Fig. 1: run 1, metal 1
Supply wires on this layer in grey.
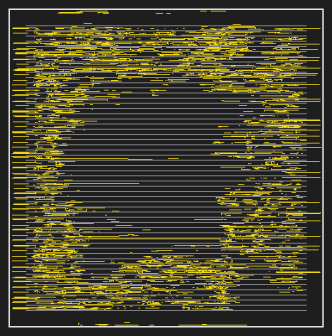
Fig. 2: run 1, nets reached from selected ports
Scale bar: 50 microns.
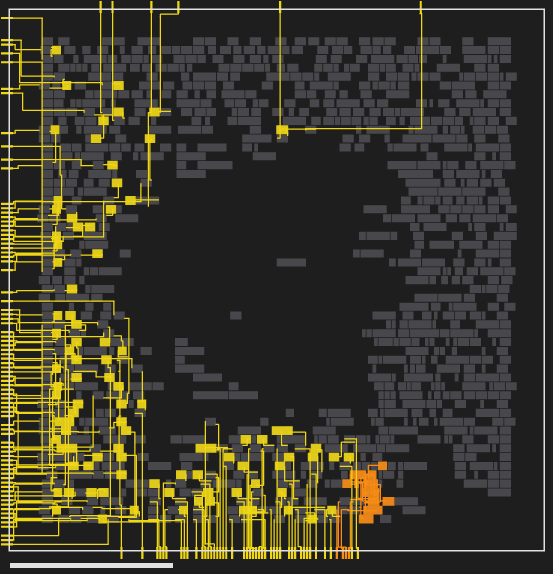
Fig. 3: run 1, clock routing
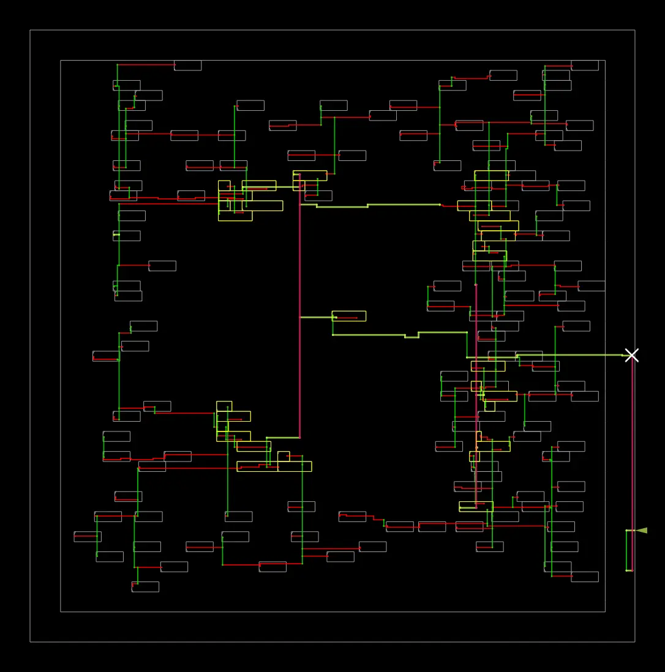
`config.mk`:
```
export PLATFORM = sky130hd
export DESIGN_NAME = fp_mul_arbiter_flat
export DESIGN_NICKNAME = d
export VERILOG_FILES = /design/src/rtl/fp_mul_arbiter_pkg.sv /design/src/rtl/fp_mul_arbiter_if.sv /design/src/rtl/fp_mul_arbiter_rr_arbiter.sv /design/src/rtl/fp_mul_arbiter.sv /design/src/flat_wrapper.sv
export SDC_FILE = /design/constraint.sdc
export NUM_CORES = 1
export LEC_CHECK = 0
export CORE_AREA = 8 8 156 158
export DETAILED_ROUTE_END_ITERATION = 8
export DIE_AREA = 0 0 164 166
export MAX_ROUTING_LAYER = met4
export PLACE_DENSITY = 0.75
export SLEW_MARGIN = 25
export SYNTH_ARGS = -nofsm -noshare
export SYNTH_HDL_FRONTEND = slang
export SYNTH_SLANG_ARGS = --single-unit
```
`constraint.sdc`:
```
create_clock -name clk -period 3.6 [get_ports clk]
set_clock_uncertainty 0.1 [all_clocks]
set_input_delay 0.72 -clock clk [delete_from_list [all_inputs] [get_ports clk]]
set_output_delay 0.72 -clock clk [all_outputs]
set_load 0.05 [all_outputs]
```
`src/rtl/fp_mul_arbiter_pkg.sv`:
```
// ---------------------------------------------------------------------------
// fp_mul_arbiter_pkg
//  Shared constants and types for the fp_mul_arbiter block.
//  Holds the floating-point word width, the default requester count and the
//  default multiplier latency. It also defines the tag-pipe entry type and a
//  small round-robin helper.
//  No ports (package).
// ---------------------------------------------------------------------------
package fp_mul_arbiter_pkg;

   // IEEE-754 single-precision word width
   localparam int FP_W = 32;

   // Default configuration of the arbiter
   localparam int DEF_NREQ    = 4;
   localparam int DEF_MUL_LAT = 1;
   localparam int DEF_CNT_W   = 16;

   // Requester indices are carried in a fixed 3-bit field, enough for the
   // largest supported requester count of 8
   localparam int MAX_NREQ = 8;
   localparam int IDX_W    = 3;

   typedef logic [FP_W-1:0] fpWord_t;

   // One slot of the owner-tracking shift register
   typedef struct packed {
      logic             valid;
      logic [IDX_W-1:0] idx;
   } tagEntry_t;

   // Index that follows 'idx' in round-robin order among 'n' requesters
   function automatic int rrNext(input int idx, input int n);
      return (idx + 1) % n;
   endfunction

endpackage

```
`src/rtl/fp_mul_arbiter_if.sv`:
```
// ---------------------------------------------------------------------------
// fp_mul_arbiter_if
//  Requester-side bus of the shared multiplier arbiter.
//  It carries the operand handshake from the feature-extraction units and the
//  product routed back to them.
//  Signals:
//   req_valid  NREQ       requester i has an operand pair
//   req_a      NREQ*32    operand A, requester i at [32*i +: 32]
//   req_b      NREQ*32    operand B, same packing
//   req_ready  NREQ       one-hot grant (combinational)
//   rsp_valid  NREQ       one-hot, single-cycle product owner
//   rsp_data   32         registered product
//  Modports:
//   master  requester side (drives operands, receives grants and products)
//   slave   arbiter side
// ---------------------------------------------------------------------------
interface fp_mul_arbiter_if
   import fp_mul_arbiter_pkg::*;
#(
   parameter int NREQ = DEF_NREQ
);

   logic [NREQ-1:0]      req_valid;
   logic [NREQ*FP_W-1:0] req_a;
   logic [NREQ*FP_W-1:0] req_b;
   logic [NREQ-1:0]      req_ready;
   logic [NREQ-1:0]      rsp_valid;
   fpWord_t              rsp_data;

   modport master (
      output req_valid,
      output req_a,
      output req_b,
      input  req_ready,
      input  rsp_valid,
      input  rsp_data
   );

   modport slave (
      input  req_valid,
      input  req_a,
      input  req_b,
      output req_ready,
      output rsp_valid,
      output rsp_data
   );

endinterface

```
`src/rtl/fp_mul_arbiter_rr_arbiter.sv`:
```
// ---------------------------------------------------------------------------
// rr_arbiter
//  Purely combinational round-robin arbiter.
//  The search starts at 'ptr' and runs upward, wrapping modulo NREQ. It is
//  built as a mask + priority-encode double search: requests at or above ptr
//  are searched first, and only if none exist is the full request vector
//  searched from bit 0.
//  Ports:
//   req  in   NREQ    request vector
//   ptr  in   PTR_W   index with the highest priority this cycle
//   en   in   1       0 forces an empty grant
//   gnt  out  NREQ    one-hot grant (all zero when nothing wins)
// ---------------------------------------------------------------------------
module rr_arbiter #(
   parameter int NREQ  = 4,
   parameter int PTR_W = $clog2(NREQ)
) (
   input  logic [NREQ-1:0]  req,
   input  logic [PTR_W-1:0] ptr,
   input  logic             en,
   output logic [NREQ-1:0] gnt
);

   logic [NREQ-1:0] maskedReq;
   logic [NREQ-1:0] gntHi;
   logic [NREQ-1:0] gntLo;
   logic            foundHi;
   logic            foundLo;

   // The upper search only sees requests at index >= ptr, which gives the
   // wrap-around order ptr, ptr+1, ... NREQ-1. If that search is empty, the
   // plain lowest-index search over all requests covers 0 .. ptr-1. Both
   // encoders pick the lowest set bit of their own vector.
   always_comb begin
      maskedReq = '0;
      gntHi     = '0;
      gntLo     = '0;
      foundHi   = 1'b0;
      foundLo   = 1'b0;

      for (int i = 0; i < NREQ; i++) begin
         maskedReq[i] = req[i] && (i >= int'(ptr));
      end

      for (int i = 0; i < NREQ; i++) begin
         if (maskedReq[i] && !foundHi) begin
            gntHi[i] = 1'b1;
            foundHi  = 1'b1;
         end
         if (req[i] && !foundLo) begin
            gntLo[i] = 1'b1;
            foundLo  = 1'b1;
         end
      end

      if (!en) begin
         gnt = '0;
      end else if (foundHi) begin
         gnt = gntHi;
      end else begin
         gnt = gntLo;
      end
   end

endmodule

```
`src/rtl/fp_mul_arbiter.sv`:
```
// ---------------------------------------------------------------------------
// fp_mul_arbiter
//  Shares one single-precision fp_multiplier between NREQ requesters.
//  Each cycle at most one operand pair is granted round-robin and registered
//  onto the multiplier inputs. A tag shift register follows every op through
//  the multiplier, so the product can be steered back to its owner as a
//  one-cycle pulse. The multiplier itself lives in the parent.
//  Ports:
//   clk        in   1       system clock, all logic on posedge
//   rst        in   1       synchronous, active-high reset
//   en         in   1       1 = grants allowed; 0 = no new grants, drain
//   bus        slave        requester handshake and product return
//   mul_a      out  32      registered operand to multiplier in1
//   mul_b      out  32      registered operand to multiplier in2
//   mul_p      in   32      multiplier product (MUL_LAT edges after sample)
//   busy       out  1       some op is in the tag pipe or response stage
//   ops_count  out  CNT_W   accepted ops since reset, wrapping
// ---------------------------------------------------------------------------
module fp_mul_arbiter
   import fp_mul_arbiter_pkg::*;
#(
   parameter int NREQ    = DEF_NREQ,
   parameter int MUL_LAT = DEF_MUL_LAT,
   parameter int CNT_W   = DEF_CNT_W
) (
   input  logic                clk,
   input  logic                rst,
   input  logic                en,
   fp_mul_arbiter_if.slave     bus,
   output fpWord_t             mul_a,
   output fpWord_t             mul_b,
   input  fpWord_t             mul_p,
   output logic                busy,
   output logic [CNT_W-1:0]    ops_count
);

   localparam int PTR_W = $clog2(NREQ);

   logic [PTR_W-1:0] ptr_q;
   logic [PTR_W-1:0] ptr_d;
   fpWord_t          mulA_q;
   fpWord_t          mulA_d;
   fpWord_t          mulB_q;
   fpWord_t          mulB_d;
   tagEntry_t        tag_q [MUL_LAT+1];
   tagEntry_t        tag_d;
   logic [NREQ-1:0]  rspValid_q;
   logic [NREQ-1:0]  rspValid_d;
   fpWord_t          rspData_q;
   fpWord_t          rspData_d;
   logic [CNT_W-1:0] opsCount_q;
   logic [CNT_W-1:0] opsCount_d;

   logic [NREQ-1:0]  grant;
   logic             accept;
   logic [IDX_W-1:0] winIdx;
   fpWord_t          selA;
   fpWord_t          selB;
   int               nextIdx;
   tagEntry_t        lastTag;
   logic             busyAny;

   // Grants are held off while reset is asserted so that nothing is accepted
   // on a reset edge. The grant is returned straight to the requesters, and
   // because it is a subset of req_valid, any grant bit is an acceptance.
   rr_arbiter #(
      .NREQ  (NREQ),
      .PTR_W (PTR_W)
   ) u_rrArbiter (
      .req (bus.req_valid),
      .ptr (ptr_q),
      .en  (en && !rst),
      .gnt (grant)
   );

   assign bus.req_ready = grant;

   // Turn the one-hot grant into the winner's index and pick its operands
   // with constant slices. The grant is one-hot, so at most one loop pass
   // writes the outputs.
   always_comb begin
      accept = |grant;
      winIdx = '0;
      selA   = '0;
      selB   = '0;
      for (int i = 0; i < NREQ; i++) begin
         if (grant[i]) begin
            winIdx = IDX_W'(i);
            selA   = bus.req_a[FP_W*i +: FP_W];
            selB   = bus.req_b[FP_W*i +: FP_W];
         end
      end
   end

   // The next-state logic for the issue side. The pointer moves just past the
   // winner so that winner has the lowest priority in the next contest. The
   // operand registers hold when nothing is accepted. Any product the
   // multiplier computes from those held operands has no valid tag, so it is
   // never returned.
   always_comb begin
      nextIdx    = rrNext(int'(winIdx), NREQ);
      ptr_d      = ptr_q;
      mulA_d     = mulA_q;
      mulB_d     = mulB_q;
      opsCount_d = opsCount_q;
      if (accept) begin
         ptr_d      = PTR_W'(nextIdx);
         mulA_d     = selA;
         mulB_d     = selB;
         opsCount_d = opsCount_q + CNT_W'(1);
      end
      tag_d.valid = accept;
      tag_d.idx   = winIdx;
   end

   // The next-state logic for the return side. The last tag stage lines up
   // with the cycle in which mul_p belongs to that op. The product is
   // captured untouched and the owner is decoded to a one-hot pulse. When the
   // last stage is empty, the pulse drops and the data holds.
   always_comb begin
      lastTag    = tag_q[MUL_LAT];
      rspValid_d = '0;
      rspData_d  = rspData_q;
      if (lastTag.valid) begin
         rspData_d = mul_p;
         for (int i = 0; i < NREQ; i++) begin
            rspValid_d[i] = (lastTag.idx == IDX_W'(i));
         end
      end
   end

   // The issue registers: pointer, multiplier operands and the op counter.
   // A reset edge returns them to zero.
   always_ff @(posedge clk) begin
      if (rst) begin
         ptr_q      <= '0;
         mulA_q     <= '0;
         mulB_q     <= '0;
         opsCount_q <= '0;
      end else begin
         ptr_q      <= ptr_d;
         mulA_q     <= mulA_d;
         mulB_q     <= mulB_d;
         opsCount_q <= opsCount_d;
      end
   end

   // The tag shift register has MUL_LAT+1 stages and follows each op through
   // the operand register and the multiplier. Clearing every valid bit on
   // reset discards the ops in flight, so none of them ever produces a
   // response.
   always_ff @(posedge clk) begin
      if (rst) begin
         for (int k = 0; k <= MUL_LAT; k++) begin
            tag_q[k] <= '0;
         end
      end else begin
         tag_q[0] <= tag_d;
         for (int k = 1; k <= MUL_LAT; k++) begin
            tag_q[k] <= tag_q[k-1];
         end
      end
   end

   // The response stage: the registered product and the one-hot owner pulse.
   always_ff @(posedge clk) begin
      if (rst) begin
         rspValid_q <= '0;
         rspData_q  <= '0;
      end else begin
         rspValid_q <= rspValid_d;
         rspData_q  <= rspData_d;
      end
   end

   // busy covers an op from the moment it is accepted until its response
   // pulse has been presented.
   always_comb begin
      busyAny = |rspValid_q;
      for (int k = 0; k <= MUL_LAT; k++) begin
         busyAny = busyAny | tag_q[k].valid;
      end
   end

   assign mul_a         = mulA_q;
   assign mul_b         = mulB_q;
   assign bus.rsp_valid = rspValid_q;
   assign bus.rsp_data  = rspData_q;
   assign busy          = busyAny;
   assign ops_count     = opsCount_q;

endmodule
```
`src/flat_wrapper.sv`:
```
// flat-port wrapper written by rule: the top's interface ports become plain ports
module fp_mul_arbiter_flat import fp_mul_arbiter_pkg::*;
#(
   parameter int NREQ    = DEF_NREQ,
   parameter int MUL_LAT = DEF_MUL_LAT,
   parameter int CNT_W   = DEF_CNT_W
)
  (clk, rst, en, mul_a, mul_b, mul_p, busy, ops_count, bus_req_valid, bus_req_a, bus_req_b, bus_req_ready, bus_rsp_valid, bus_rsp_data);
  fp_mul_arbiter_if #(.NREQ(NREQ)) bus_i ();
  input  logic clk;
  input  logic rst;
  input  logic en;
  output fpWord_t mul_a;
  output fpWord_t mul_b;
  input  fpWord_t mul_p;
  output logic busy;
  output logic [CNT_W-1:0] ops_count;
  input wire logic [$bits(bus_i.req_valid)-1:0] bus_req_valid;
  input wire logic [$bits(bus_i.req_a)-1:0] bus_req_a;
  input wire logic [$bits(bus_i.req_b)-1:0] bus_req_b;
  output wire logic [$bits(bus_i.req_ready)-1:0] bus_req_ready;
  output wire logic [$bits(bus_i.rsp_valid)-1:0] bus_rsp_valid;
  output wire logic [$bits(bus_i.rsp_data)-1:0] bus_rsp_data;
  assign bus_i.req_valid = bus_req_valid;
  assign bus_i.req_a = bus_req_a;
  assign bus_i.req_b = bus_req_b;
  assign bus_req_ready = bus_i.req_ready;
  assign bus_rsp_valid = bus_i.rsp_valid;
  assign bus_rsp_data = bus_i.rsp_data;
  fp_mul_arbiter #(.NREQ(NREQ), .MUL_LAT(MUL_LAT), .CNT_W(CNT_W)) u_core (.clk(clk), .rst(rst), .en(en), .bus(bus_i), .mul_a(mul_a), .mul_b(mul_b), .mul_p(mul_p), .busy(busy), .ops_count(ops_count));
endmodule
```
==> changes_impl.md, run 1 <==
## Implementation

* Outcome: finished, violations left
* Violated checks: design-rule violations
* Max Cap Viol at 0
* Area enclosed by the die boundary at approximately 27000 sq um
* Post-DP HPWL at 20.8 mm
* Fraction of layout instances using a drive strength above 1 at 0.0626
* Max IR drop VDD at 0.205 mV
* Most area-hungry cell type in the Yosys netlist: sky130_fd_sc_hd__dfxtp_1
* Primary FF master, synth: sky130_fd_sc_hd__dfxtp_1
* Placed insts at 1260
* Number of endpoints failing setup at the final stage at 0
* Combined global-route utilization of all metal layers at 0.202
* FFs w/ async S/R, synth at 0
* Final instance count without filler cells at ~1300
* Wire length of the first global-routing pass at 41.8 mm
* Largest net degree at the start of global routing at just under 70
* Number of antenna violations at the first check in global routing at 2
* Number of standard cells reported by yosys at about 610
* Via density per instance at 5.31
* Layout Utilization at 0.486
* Wire length per cell after detailed routing at between 20 and 25 microns
* Endpoint kind of the worst setup timing path: output port
* Yosys stat chip area at roughly 5700 sq um
* CTS tree: built
* Post-DP Area at 10100 sq um
* Initial core utilization at 0.257
* Drt initial violations at 355
* Remaining DRCs at 5
* Cell with the most instances after synthesis: sky130_fd_sc_hd__dfxtp_1
* Cell variety after synth at around 43
* Drt first pass iters at 9
* Static Leak at 3.52 nW
* Synthesized netlist net count at 907
* Post-synth top cells: 124 x sky130_fd_sc_hd__dfxtp_1, 64 x sky130_fd_sc_hd__a22oi_1, 62 x sky130_fd_sc_hd__a221oi_1
* Finished Cell Area at 10700 sq um
* CTS H-tree depth at 4
* Clock transition at the registers of the reported paths at 60 ps
* Post-CTS Setup Bufs at 0
* Pwr/cell area at 383 nW/um^2
* Gates resized, CTS repair at 0
* Total overflow reported by the global router at 0
* Late-Pin Clk Latency at 410 ps
* Core Box Area at around 22000 sq um
* Hold buffer count at CTS at 0
* Final net count at between 1000 and 1500
* Count of antenna-violating nets left after detailed routing at 0
* Number of enable flip-flop cells at 0
* Setup repair after global routing missed its margin: false
* Class of the tightest hold or removal check: flip-flop to flip-flop
* Flops & latches, synth at ~120
* Ys Warns at 0
* Vias in the first global route at 7181
* CP Max Fanout at 5
* Final RePlAce weighted congestion at between 0.8 and 0.9
* Max Fclk at 330 MHz
* Filler cell count at 2083
* Vertical extent of the die at 166 microns
* Avg Synthesized Cell Area at 9.30 sq um
* Synthesized instance count at 611
* Synthesis-to-finish area growth at 88.8%
* Seq share, synth at 0.437
* Critical path type: primary input to output port
* Die width at 164 microns
* Cell area leaders: sky130_fd_sc_hd__dfxtp_1 44%, sky130_fd_sc_hd__a221oi_1 9.6%, sky130_fd_sc_hd__a22oi_1 8.5%
* Final max-slew violation count at 0
* Fraction of post-synthesis cell area in the top cell type by area at 0.437
* Critical Path AT at roughly 2200 ps
* Post-route worst hold slack at 336 ps
* Clock root cell: sky130_fd_sc_hd__clkbuf_16
* Warning total across the stage logs at 26
* Worst rel slew slack at 0.445
* Total negative slack at 0 ps
* Minimum clock period after layout at 3030 ps
* Actual transition at the worst max-transition pin at about 830 ps
* Data required time of the worst path at 2780 ps
* Count of standard-cell rows at 55
* Part of the cycle the worst path needs at 0.842
Notes on Fig. 1 above:
- nets with wire on the layer: 1140
- wire length on this layer: 10700 microns
- main direction: horizontal
- longest straight run: 68.3 microns
- share of all routed wire: 39%
global-route track usage on met1: 0.231
drt total wl: 27.6 mm
number of vias in the routed layout: 6877

Notes on Fig. 2 above:
- orange: bus_req_valid (bits 4; direction input; edge south; end cells 16; wire 191 microns)
- yellow: bus_req_b (bits 128; direction input; edge 78 west, 44 south, 6 north; end cells 95; wire 3810 microns)
port buffer count: 415
I/O pin total: 416

Notes on Fig. 3 above:
CTS sink cnt: 124
clock buffer count from CTS: 17
Clk power: 1.88 mW
# clk buffers: 18

## run 1: kinds of logic after synthesis
| group | Yosys count | share of synthesized area |
|---|---|---|
| buf+inv | 72 | 0.0570 |
| compound gates | 266 | 0.340 |
| flops | 124 | 0.437 |
| fa+ha+maj | 1 | 0.00220 |
| mux | 33 | 0.0581 |
| xor+xnor | 13 | 0.0200 |
| simple gates | 102 | 0.0859 |
## run 1: power by group
group          internal, mW  switching, mW  total (mW)
Sequential             1.41         0.0284        1.44
Combinational         0.430          0.354       0.784
Clock                  1.18          0.704        1.88
Total                  3.02           1.09        4.11
## run 1: worst paths after layout
path	startpoint	endpoint	slack [ps]	depth (start not counted)
worst max-delay path	en	bus_req_ready[2]	570	6
worst max register to register	u_core.ptr_q[1]	u_core.mul_a[9]	1590	6
worst min register to register	u_core.tag_q[0][1]	u_core.tag_q[0][5]	340	1
worst min-delay path	u_core.tag_q[0][1]	u_core.tag_q[0][5]	340	1
## run 1: critical path: stages
cell	delay, ps
sky130_fd_sc_hd__clkdlybuf4s50_1	530
sky130_fd_sc_hd__and2b_1	240
sky130_fd_sc_hd__o311ai_0	200
sky130_fd_sc_hd__nor3_2	190
sky130_fd_sc_hd__buf_4	190
sky130_fd_sc_hd__buf_12	140
## run 1: metrics by stage
| step | worst slack (ps) | total power [mW] |
|---|---|---|
| 6_report | 569 | 4.11 |
| 5_1_grt | 448 | 4.27 |
| 4_1_cts | 569 | 4.16 |
| 3_5_place_dp | 518 | 2.26 |
| 3_3_place_gp | 507 | 2.25 |
| 2_1_floorplan | 908 | 1.78 |
## run 1: registers in the layout, indices dropped and copies added, names as in the netlist
signal and count:
u_core.ops_count 16, u_core.ptr_q 2, u_core.bus.rsp_data 32, u_core.tag_q 6
u_core.mul_b 32, u_core.bus.rsp_valid 4, u_core.mul_a 32
## run 1: metal layers
layer	track usage	up-vias	wire length [microns]
met3	0.0488	43	2460
met1	0.231	3245	10700
met5	-	-	0
li1	-	3199	-
met4	0.0882	0	874
met2	0.331	390	13600
## run 1: area by class of cell
cell class / instances / area [sq um] / share of cell area
antenna: 2 / 5.00 / 0.000467
clock buffer: 18 / 429 / 0.0400
clock inverter: 14 / 206 / 0.0192
inverter: 7 / 26.3 / 0.00245
multi-input combinational: 415 / 2890 / 0.269
sequential: 124 / 2480 / 0.232
tap: 285 / 357 / 0.0332
timing repair buffer: 429 / 4330 / 0.404
## run 1: cells in the final DEF (no fill, tap or decap), drive strengths merged, types with 2 or more instances in the layout
cell type,Yosys,final
a21oi,48,48
a221oi,62,62
a222oi,2,2
a22oi,64,64
buf,29,19
bufinv,0,4
clkbuf,36,18
clkdlybuf4s50,0,410
clkinvlp,0,3
dfxtp,124,124
diode,0,2
inv,7,13
mux2i,33,33
nand2,11,11
nand3,7,7
nand4,2,2
nor2,51,51
nor2b,5,5
nor3,9,9
nor4,2,2
nor4b,2,2
nor4bb,2,2
o2111a,2,2
o21ai,38,38
o221ai,45,45
or2,3,3
xnor2,6,6
xor2,7,7
==> run 2: changes to the inputs <==
==> constraint.sdc (replaced) <==
create_clock -name clk -period 3.05 [get_ports clk]
set_clock_uncertainty 0.1 [all_clocks]
set_input_delay 0.61 -clock clk [delete_from_list [all_inputs] [get_ports clk]]
set_output_delay 0.61 -clock clk [all_outputs]
set_load 0.05 [all_outputs]
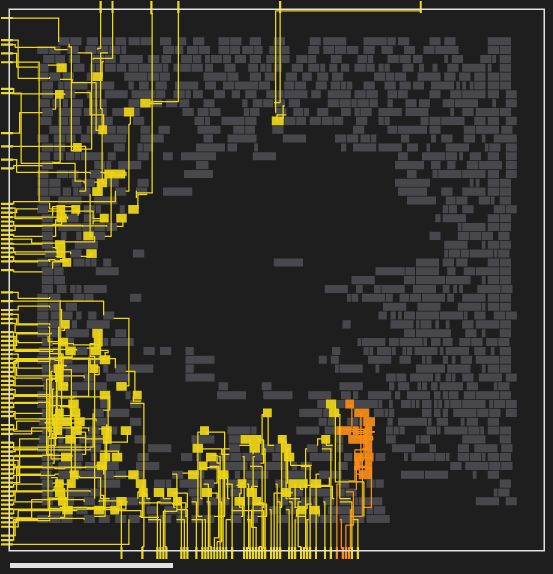
Fig. 4. Nets reached from selected ports (run 2).
Scale bar: 50 microns.
- orange: bus_req_valid (bits 4; direction input; edge south; end cells 16; wire 232 microns)
- yellow: bus_req_b (bits 128; direction input; edge 78 west, 44 south, 6 north; end cells 95; wire 4240 microns)

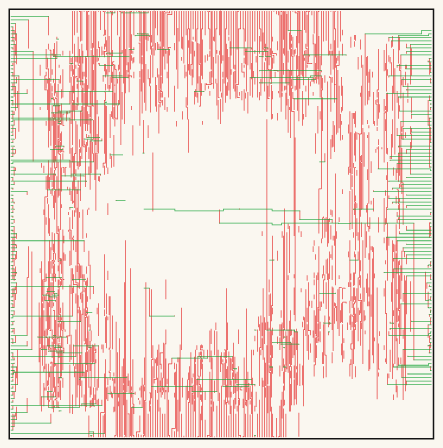
Fig. 5. Metal layers overlaid (run 2).
Only two layers are drawn.
- red: met2 (wire length 14500 microns)
- green: met3 (wire length 2360 microns)
wire length per cell after detailed routing: 22.0 microns
drt total wl: 28.5 mm

==> run 2 against run 1 <==
The flow now finishes without violations. Final cell count rose by 0.23%. Register-to-register slack worse by 640 ps. Non-clock buffer count up 4. Worst hold slack better by 1.1 ps. Setup slack lost 320 ps. Sequential share of layout area down 0.067 points. Combinational power grew 21%. Core utilization increased by 0.14 points. Global-route usage rose by 0.44 points. Sequential power is 18% higher. Die size stayed put. Critical path depth is the same. Critical endpoint is now bus_req_ready[3]. Largest power group unchanged. Highest routed layer unchanged.
==> changes_impl.md, run 2 <==
## Implementation

* Outcome: finished, final reports clean (was finished, violations left)
* Ys Warns at 0 (unchanged)
* Number of enable flip-flop cells at 0 (unchanged)
* Clock buffer count from CTS at 17 (unchanged)
* Pre-CTS worst setup slack at 152 ps (was 518 ps)
* Synthesized netlist net count at 907 (unchanged)
* Count of standard-cell rows at 55 (unchanged)
* I/O pin total at 416 (unchanged)
* Post-DP Area at 10100 sq um (about the same)
* Reg2reg start: u_core.ptr_q[1] (unchanged)
* Finished Cell Area at 10800 sq um (was 10700 sq um)
* CTS sink cnt at 124 (unchanged)
* Vertical extent of the die at 166 microns (unchanged)
* Core Box Area at 22100 sq um (unchanged)
* CTS tree: built (unchanged)
* Wire length of the first global-routing pass at 42.9 mm (was 41.8 mm)
* Most area-hungry cell type in the Yosys netlist: sky130_fd_sc_hd__dfxtp_1 (unchanged)
* CP Max Fanout at 5 (unchanged)
* Placed insts at 1264 (was 1260)
* Largest net degree at the start of global routing at 69 (unchanged)
* Post-CTS Setup Bufs at 0 (unchanged)
* Post-synth top cells: 124 x sky130_fd_sc_hd__dfxtp_1, 64 x sky130_fd_sc_hd__a22oi_1, 62 x sky130_fd_sc_hd__a221oi_1 (unchanged)
* Final net count at 1294 (was 1290)
* Cell variety after synth at 43 (unchanged)
* Seq share, synth at 0.437 (unchanged)
* Number of endpoints failing setup at the final stage at 0 (unchanged)
* Final instance count without filler cells at 1297 (was 1294)
* Cell with the most instances after synthesis: sky130_fd_sc_hd__dfxtp_1 (unchanged)
* Number of standard cells reported by yosys at 611 (unchanged)
* Warning total across the stage logs at 26 (unchanged)
* Post-DP HPWL at 21.7 mm (was 20.8 mm)
* Fraction of post-synthesis cell area in the top cell type by area at 0.437 (unchanged)
* Avg Synthesized Cell Area at 9.30 sq um (unchanged)
* Pwr/cell area at 443 nW/um^2 (was 383 nW/um^2)
* Worst rel slew slack at 0.572 (was 0.445)
* Initial core utilization at 0.257 (unchanged)
* Synthesized instance count at 611 (unchanged)
* Clock transition at the registers of the reported paths at 60 ps (about the same)
* Vias in the first global route at 7304 (was 7181)
* Critical path type: primary input to output port (unchanged)
* Clock root cell: sky130_fd_sc_hd__clkbuf_16 (unchanged)
* Cell area leaders: sky130_fd_sc_hd__dfxtp_1 44%, sky130_fd_sc_hd__a221oi_1 9.6%, sky130_fd_sc_hd__a22oi_1 8.5% (unchanged)
* Class of the tightest hold or removal check: flip-flop to flip-flop (unchanged)
* Fraction of layout instances using a drive strength above 1 at 0.0663 (was 0.0626)
* Count of antenna-violating nets left after detailed routing at 0 (unchanged)
* FFs w/ async S/R, synth at 0 (unchanged)
* Die width at 164 microns (unchanged)
* Critical path launch point: en (unchanged)
* Max IR drop VDD at 0.269 mV (was 0.205 mV)
* Most used cells in the layout excluding fill and tap cells: 410 x sky130_fd_sc_hd__clkdlybuf4s50_1, 123 x sky130_fd_sc_hd__dfxtp_1, 64 x sky130_fd_sc_hd__a22oi_1 (unchanged)
* Gates resized, CTS repair at 0 (unchanged)
* Total negative slack at 0 ps (unchanged)
* Drt initial violations at 425 (was 355)
* Remaining DRCs at 0 (was 5)
* Number of antenna violations at the first check in global routing at 1 (was 2)
* Static Leak at 3.54 nW (was 3.52 nW)
* Setup repair after global routing missed its margin: false (unchanged)
* Hold buffer count at CTS at 0 (unchanged)
* Max Cap Viol at 0 (unchanged)
* Top logic cell by instance count in the layout: sky130_fd_sc_hd__clkdlybuf4s50_1 (unchanged)
* Via density per instance at 5.34 (was 5.31)
* Minimum clock period after layout at 2800 ps
* Part of the cycle the worst path needs at 0.918
* Synthesis-to-finish area growth at 89.4% (was 88.8%)
* Combined global-route utilization of all metal layers at 0.207 (was 0.202)
* Primary FF master, synth: sky130_fd_sc_hd__dfxtp_1 (unchanged)
* Actual transition at the worst max-transition pin at 637 ps (was 831 ps)
* Area enclosed by the die boundary at 27200 sq um (unchanged)
* Late-Pin Clk Latency at 410 ps (about the same)
* Total overflow reported by the global router at 0 (unchanged)
==> run 2: cell families after synthesis <==
family,after synthesis,share of synthesized area
compound gates,266,0.340
xor+xnor,13,0.0200
fa+ha+maj,1,0.00220
buf+inv,72,0.0570
flops,124,0.437
mux,33,0.0581
simple gates,102,0.0859
==> run 2: final cells by class <==
cell class	instances	area, sq um
fill	2042	11300
antenna	1	2.50
multi-input combinational	415	2890
tap	285	357
timing repair buffer	433	4390
clock inverter	14	185
inverter	7	26.3
sequential	124	2480
clock buffer	18	429
==> run 2: worst max-delay path, stage by stage <==
cell                              delay (ps)
sky130_fd_sc_hd__clkdlybuf4s50_1         520
sky130_fd_sc_hd__and2b_1                 240
sky130_fd_sc_hd__o211ai_1                120
sky130_fd_sc_hd__or2_2                   350
sky130_fd_sc_hd__inv_2                   110
sky130_fd_sc_hd__buf_12                  140
==> run 2: per-layer routing <==
metal  wire [microns]  global-route usage  up-vias  part of all wire
met3             2360              0.0491       39             0.083
met5                0                   -        -                 0
met2            14500               0.359      428              0.51
met1            11000               0.226     3259              0.39
met4              680              0.0716        0             0.024
li1                 -                   -     3201                 -
==> run 2: final timing paths <==
| kind | endpoint | slack [ps] | cells after the start |
|---|---|---|---|
| worst max-delay path | bus_req_ready[3] | 250 | 6 |
| worst min-delay path | u_core.tag_q[0][5] | 340 | 1 |
| worst max register to register | u_core.mul_b[2] | 950 | 5 |
| worst min register to register | u_core.tag_q[0][5] | 340 | 1 |
==> run 2: where the power goes <==
part | internal (mW) | switching [mW]
Combinational | 0.515 | 0.430
Sequential | 1.67 | 0.0325
Clock | 1.30 | 0.821
Total | 3.49 | 1.28
==> run 2: stage by stage <==
| stage | total power [mW] | util |
|---|---|---|
| floorplan | 2.10 | - |
| global placement | 2.67 | 0.459 |
| detailed placement | 2.68 | 0.459 |
| CTS | 4.83 | 0.487 |
| global route | 4.95 | 0.487 |
| finish | 4.77 | 0.487 |
Power and IR drop assume default switching activity.
